[config.mk]
export PLATFORM = sky130hd
export DESIGN_NAME = mdu_iter
export DESIGN_NICKNAME = d
export VERILOG_FILES = /design/src/rtl/mdu_iter.sv
export SDC_FILE = /design/constraint.sdc
export NUM_CORES = 1
export LEC_CHECK = 0
export CORE_ASPECT_RATIO = 1.4
export CORE_MARGIN = 2
export CORE_UTILIZATION = 58
export CTS_CLUSTER_DIAMETER = 200
export CTS_CLUSTER_SIZE = 16
export DETAILED_ROUTE_END_ITERATION = 7
export PLACE_DENSITY = 0.82
export SLEW_MARGIN = 20
export SYNTH_ARGS = -nofsm -noshare
export SYNTH_HDL_FRONTEND = slang
export SYNTH_SLANG_ARGS = --single-unit
[constraint.sdc]
create_clock -name clk -period 4.2 [get_ports clk]
set_input_delay 0.84 -clock clk [delete_from_list [all_inputs] [get_ports clk]]
set_output_delay 0.84 -clock clk [all_outputs]
set_load 0.01 [all_outputs]
[src/rtl/mdu_iter.sv]
// Iterative multiply/divide unit with architectural HI/LO registers (WIDTH steps plus one sign-fix cycle).
// Optional feature: define MDU_DIV0_EN for an early divide-by-zero exit and the div0 pulse port.
module mdu_iter #(
  parameter int WIDTH = 32
) (
  input  logic             clk,
  input  logic             rst,
  input  logic             start,
  input  logic [1:0]       op,
  input  logic [WIDTH-1:0] rs_data,
  input  logic [WIDTH-1:0] rt_data,
  input  logic             hi_wr,
  input  logic             lo_wr,
  input  logic [WIDTH-1:0] wd,
  output logic             busy,
  output logic             done,
  output logic [WIDTH-1:0] hi,
  output logic [WIDTH-1:0] lo
`ifdef MDU_DIV0_EN
  ,
  output logic             div0
`endif
);

  localparam logic [1:0] S_IDLE = 2'd0;
  localparam logic [1:0] S_RUN  = 2'd1;
  localparam logic [1:0] S_FIX  = 2'd2;
  localparam int CNT_W = $clog2(WIDTH + 1);
  localparam logic [CNT_W-1:0] LAST = CNT_W'(WIDTH - 1);

  function automatic logic [WIDTH-1:0] f_neg(input logic [WIDTH-1:0] x);
    return ~x + WIDTH'(1);
  endfunction

  function automatic logic [2*WIDTH-1:0] f_neg2(input logic [2*WIDTH-1:0] x);
    return ~x + (2*WIDTH)'(1);
  endfunction

  logic [1:0]       r_state;
  logic [CNT_W-1:0] r_cnt;
  logic             r_div;
  logic             r_negq;
  logic             r_negr;
  logic [WIDTH-1:0] r_a;
  logic [WIDTH-1:0] r_acc;
  logic [WIDTH-1:0] r_q;
  logic [WIDTH-1:0] r_hi;
  logic [WIDTH-1:0] r_lo;
  logic             r_done;
  logic             r_skip;

  logic               w_rs_neg;
  logic               w_rt_neg;
  logic [WIDTH-1:0]   w_rs_mag;
  logic [WIDTH-1:0]   w_rt_mag;
  logic [WIDTH:0]     w_msum;
  logic [WIDTH:0]     w_dtrial;
  logic               w_dq;
  logic [2*WIDTH-1:0] w_prod;
  logic [WIDTH-1:0]   w_quo;
  logic [WIDTH-1:0]   w_rem;
  logic               w_div0;

  // op[0]==0 selects the signed variants; operands are reduced to magnitudes at launch
  assign w_rs_neg = ~op[0] & rs_data[WIDTH-1];
  assign w_rt_neg = ~op[0] & rt_data[WIDTH-1];
  assign w_rs_mag = w_rs_neg ? f_neg(rs_data) : rs_data;
  assign w_rt_mag = w_rt_neg ? f_neg(rt_data) : rt_data;

  assign w_msum   = {1'b0, r_acc} + (r_q[0] ? {1'b0, r_a} : {(WIDTH+1){1'b0}});
  assign w_dtrial = {r_acc, r_q[WIDTH-1]} - {1'b0, r_a};
  assign w_dq     = ~w_dtrial[WIDTH];

  assign w_prod = r_negq ? f_neg2({r_acc, r_q}) : {r_acc, r_q};
  assign w_quo  = r_negq ? f_neg(r_q) : r_q;
  assign w_rem  = r_negr ? f_neg(r_acc) : r_acc;

`ifdef MDU_DIV0_EN
  assign w_div0 = op[1] & (rt_data == '0);
`else
  assign w_div0 = 1'b0;
`endif

  always_ff @(posedge clk or negedge rst) begin
    if (!rst) begin
      r_state <= S_IDLE;
      r_cnt   <= '0;
      r_div   <= 1'b0;
      r_negq  <= 1'b0;
      r_negr  <= 1'b0;
      r_a     <= '0;
      r_acc   <= '0;
      r_q     <= '0;
      r_hi    <= '0;
      r_lo    <= '0;
      r_done  <= 1'b0;
      r_skip  <= 1'b0;
    end else begin
      r_done <= 1'b0;
      case (r_state)
        S_IDLE: begin
          if (start) begin
            r_state <= w_div0 ? S_FIX : S_RUN;
            r_skip  <= w_div0;
            r_cnt   <= '0;
            r_div   <= op[1];
            r_a     <= op[1] ? w_rt_mag : w_rs_mag;
            r_q     <= op[1] ? w_rs_mag : w_rt_mag;
            r_acc   <= '0;
            r_negq  <= w_rs_neg ^ w_rt_neg;
            r_negr  <= w_rs_neg;
          end else begin
            if (hi_wr) r_hi <= wd;
            if (lo_wr) r_lo <= wd;
          end
        end
        S_RUN: begin
          // divide: restoring shift-subtract; multiply: shift-add, product shifts right into r_q
          if (r_div) begin
            r_acc <= w_dq ? w_dtrial[WIDTH-1:0] : {r_acc[WIDTH-2:0], r_q[WIDTH-1]};
            r_q   <= {r_q[WIDTH-2:0], w_dq};
          end else begin
            r_acc <= w_msum[WIDTH:1];
            r_q   <= {w_msum[0], r_q[WIDTH-1:1]};
          end
          r_cnt <= r_cnt + CNT_W'(1);
          if (r_cnt == LAST) r_state <= S_FIX;
        end
        S_FIX: begin
          if (!r_skip) begin
            if (r_div) begin
              r_hi <= w_rem;
              r_lo <= w_quo;
            end else begin
              {r_hi, r_lo} <= w_prod;
            end
          end
          r_state <= S_IDLE;
          r_done  <= 1'b1;
        end
        default: r_state <= S_IDLE;
      endcase
    end
  end

`ifdef MDU_DIV0_EN
  logic r_div0;
  always_ff @(posedge clk or negedge rst) begin
    if (!rst) r_div0 <= 1'b0;
    else      r_div0 <= (r_state == S_FIX) & r_skip;
  end
  assign div0 = r_div0;
`endif

  assign busy = (r_state != S_IDLE);
  assign done = r_done;
  assign hi   = r_hi;
  assign lo   = r_lo;

endmodule

==> impl_metrics.ini <==
; physical design summary
[sta]
fin_ws_ns = 0.3876
rsz0062_at_grt = false
finalClockPeriodUsage = 0.9077
slew_violations = 0
setup_viol_count_final = 0
setup_tns_ns = 0
slew_headroom = 0.3358

[grt]
met1_usage = 0.4360
grt_overflow_total = 0
grtUsageTotal = 0.3745
antenna_found_initial = 0
busiest_layer = met2
grt_pass1_wl_um = 80360
grtUsageMet3 = 0.04915
grt_pass1_vias = 14670
met2_usage = 0.6531

[clock_network]
root_buffer = clkbuf_16
cts_hold_buf = 0
clockBufferDepth = 2
cts_resized = 0
cts_tree = built

[power]
vdd_drop_max_mv = 0.5069
power_density_nw_per_um2 = 758.9
power_leakage_uw = 0.007274

[detailed_routing]
drt_wl_total_um = 51410
first_pass_iters = 6
first_iter_violations = 1209
drc = 0

[setup_path]
r2r_end = r_acc[0]
r2r_cells = 11
crit_path_end_kind = flip-flop
cp-startpoint = r_acc[4]
required_ns = 4.54
critical_path_class = flip-flop to flip-flop
worst-r2r-setup-slack_ns = 0.39
regToRegStartpoint = r_acc[4]
cp_max_fo = 10
critPathCapture = r_acc[0]
crit_path_start_kind = flip-flop
critPathArrivalTime_ns = 4.16

[place]
dpl.cell_count = 2314
dp_hpwl_um = 40250
place_area_um2 = 17140
io_buffers = 168

[flow_run]
cap_violations = 0

[layout]
nNetsFinal = 2188
final_layout_top_logic_cells = nand2_1, o21ai_0, dfrtp_1
drive_gt1_frac = 0.06219
synthToLayoutAreaGrowth_pct = 18.07
final_area_um2 = 17710
final_cells = 2345

[yosys]
async_flop_share = 1.000
synthTopCellsByCount = nand2_1, o21ai_0, dfrtp_1
synthCells = 1882
synth.yosys.warnings = 0
yosys.area.top_type = dfrtp_1
ff_type = dfrtp_1
ys_cells = 1882
yosysTopAreaCellShare = 0.2870
ys.flops = 172
synth-edff-count = 0
syn-cell-area_um2 = 15000
yosysChipArea_um2 = 15000
synth.distinct_cells = 75
most_common_cell = nand2_1
avgSynthCellArea_um2 = 7.970

[floorplanning]
ioPinCount = 169
fp_util = 0.5909
core_um2 = 25380
die_x_um = 139.9
fp.dieH_um = 194.3

[status]
outcome = finished clean
[worst max-delay path, stage by stage, from the launching register on]
cell and delay [ns]:
dfrtp_1 0.49, ha_1 0.41, a21o_1 0.23, or3_1 0.37
o21a_1 0.22, a2111oi_4 0.43, o221ai_2 0.24, a31oi_4 0.37
xnor2_4 0.16, buf_4 0.25, mux2_2 0.37, o221ai_1 0.16
[power by group]
group          total [uW]  internal [uW]  switching (uW)  leakage (uW)
Combinational        8760           3770            4980       0.00496
Sequential           3090           2260             839       0.00204
Clock                1590            846             743      0.000279
Total               13400           6880            6560       0.00727
[metrics by stage]
stage / power, uW / hold slack (ns) / util
global route: 14330 / 0.5145 / 0.6977
finish: 13440 / 0.4478 / 0.6977
CTS: 13260 / 0.4904 / 0.6976
floorplan: 8908 / 0.4498 / -
global placement: 11520 / 0.4650 / 0.6751
detailed placement: 11630 / 0.4782 / 0.6751
[layout make-up]
class / count / area [um^2] / share of cell area
Inverter: 68 / 255.2 / 0.01441
Sequential cell: 172 / 4305 / 0.2431
Clock buffer: 19 / 442.9 / 0.02501
Tap cell: 319 / 399.1 / 0.02254
Multi-Input combinational cell: 1528 / 10030 / 0.5666
Clock inverter: 12 / 126.4 / 0.007136
Timing Repair Buffer: 227 / 2146 / 0.1212
[logic make-up (layout without fill, tap and decap cells)]
family | after synthesis | after routing | share of synthesized area
AND-OR/OR-AND | 592 | 592 | 0.2446
AND/OR/NAND/NOR | 562 | 562 | 0.1727
buffers and inverters | 182 | 326 | 0.04646
XOR/XNOR | 175 | 175 | 0.1027
flip-flops | 172 | 172 | 0.2870
multiplexers | 128 | 128 | 0.08642
adder cells (fa/ha/maj) | 71 | 71 | 0.06023
[layer usage]
layer  wire length, um  vias up
met5                 0        -
met2             25410      708
met4              3505        0
met1             19480     7175
li1                  -     7051
met3              3014      167
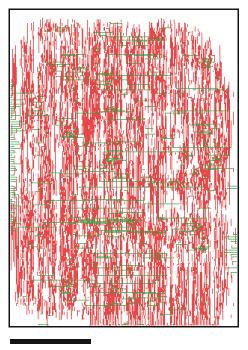
Figure 1: routed metal, one colour a layer.
Scale bar: 50 um. Only two layers are drawn.
- red: met2 (wire length 25.4 mm)
- green: met3 (wire length 3010 um)

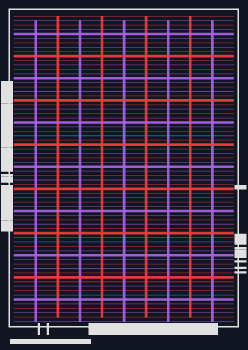
Figure 2: power grid.
Scale bar: 50 um. Pins as bars on the die edge.
- red: VDD
- purple: VSS
- rows: 69
- met4 straps: 9
- signal pins: 169

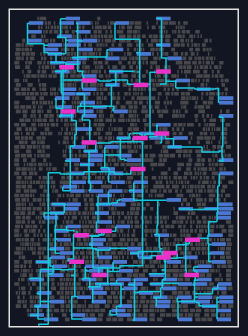
Figure 3: clock wires, drivers and flops.
- cyan: clock wires (length 2350 um)
- blue: flip-flops (count 172)
- magenta: cells driving clock nets (count 17)
- routed clock nets: 18
clock network power share: 0.118
Worst Skew: 0.01278 ns
clk latency late pin: 0.46 ns
Power Clock: 1590 uW

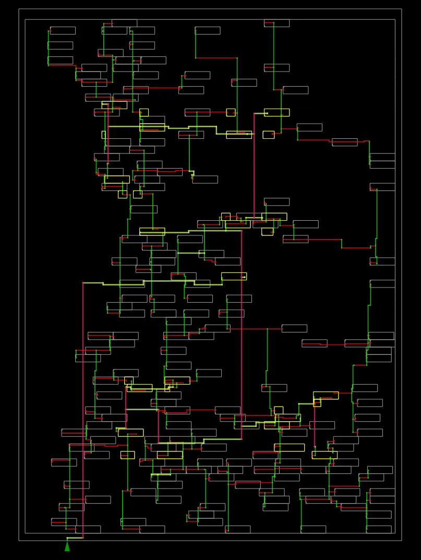
Figure 4: the clock network.
clock buffers: 19
FFs & Latches: 172
CTS sink cnt: 172
cts bufs inserted: 17

No activity file was given, so power comes from the tool's default toggle rates.
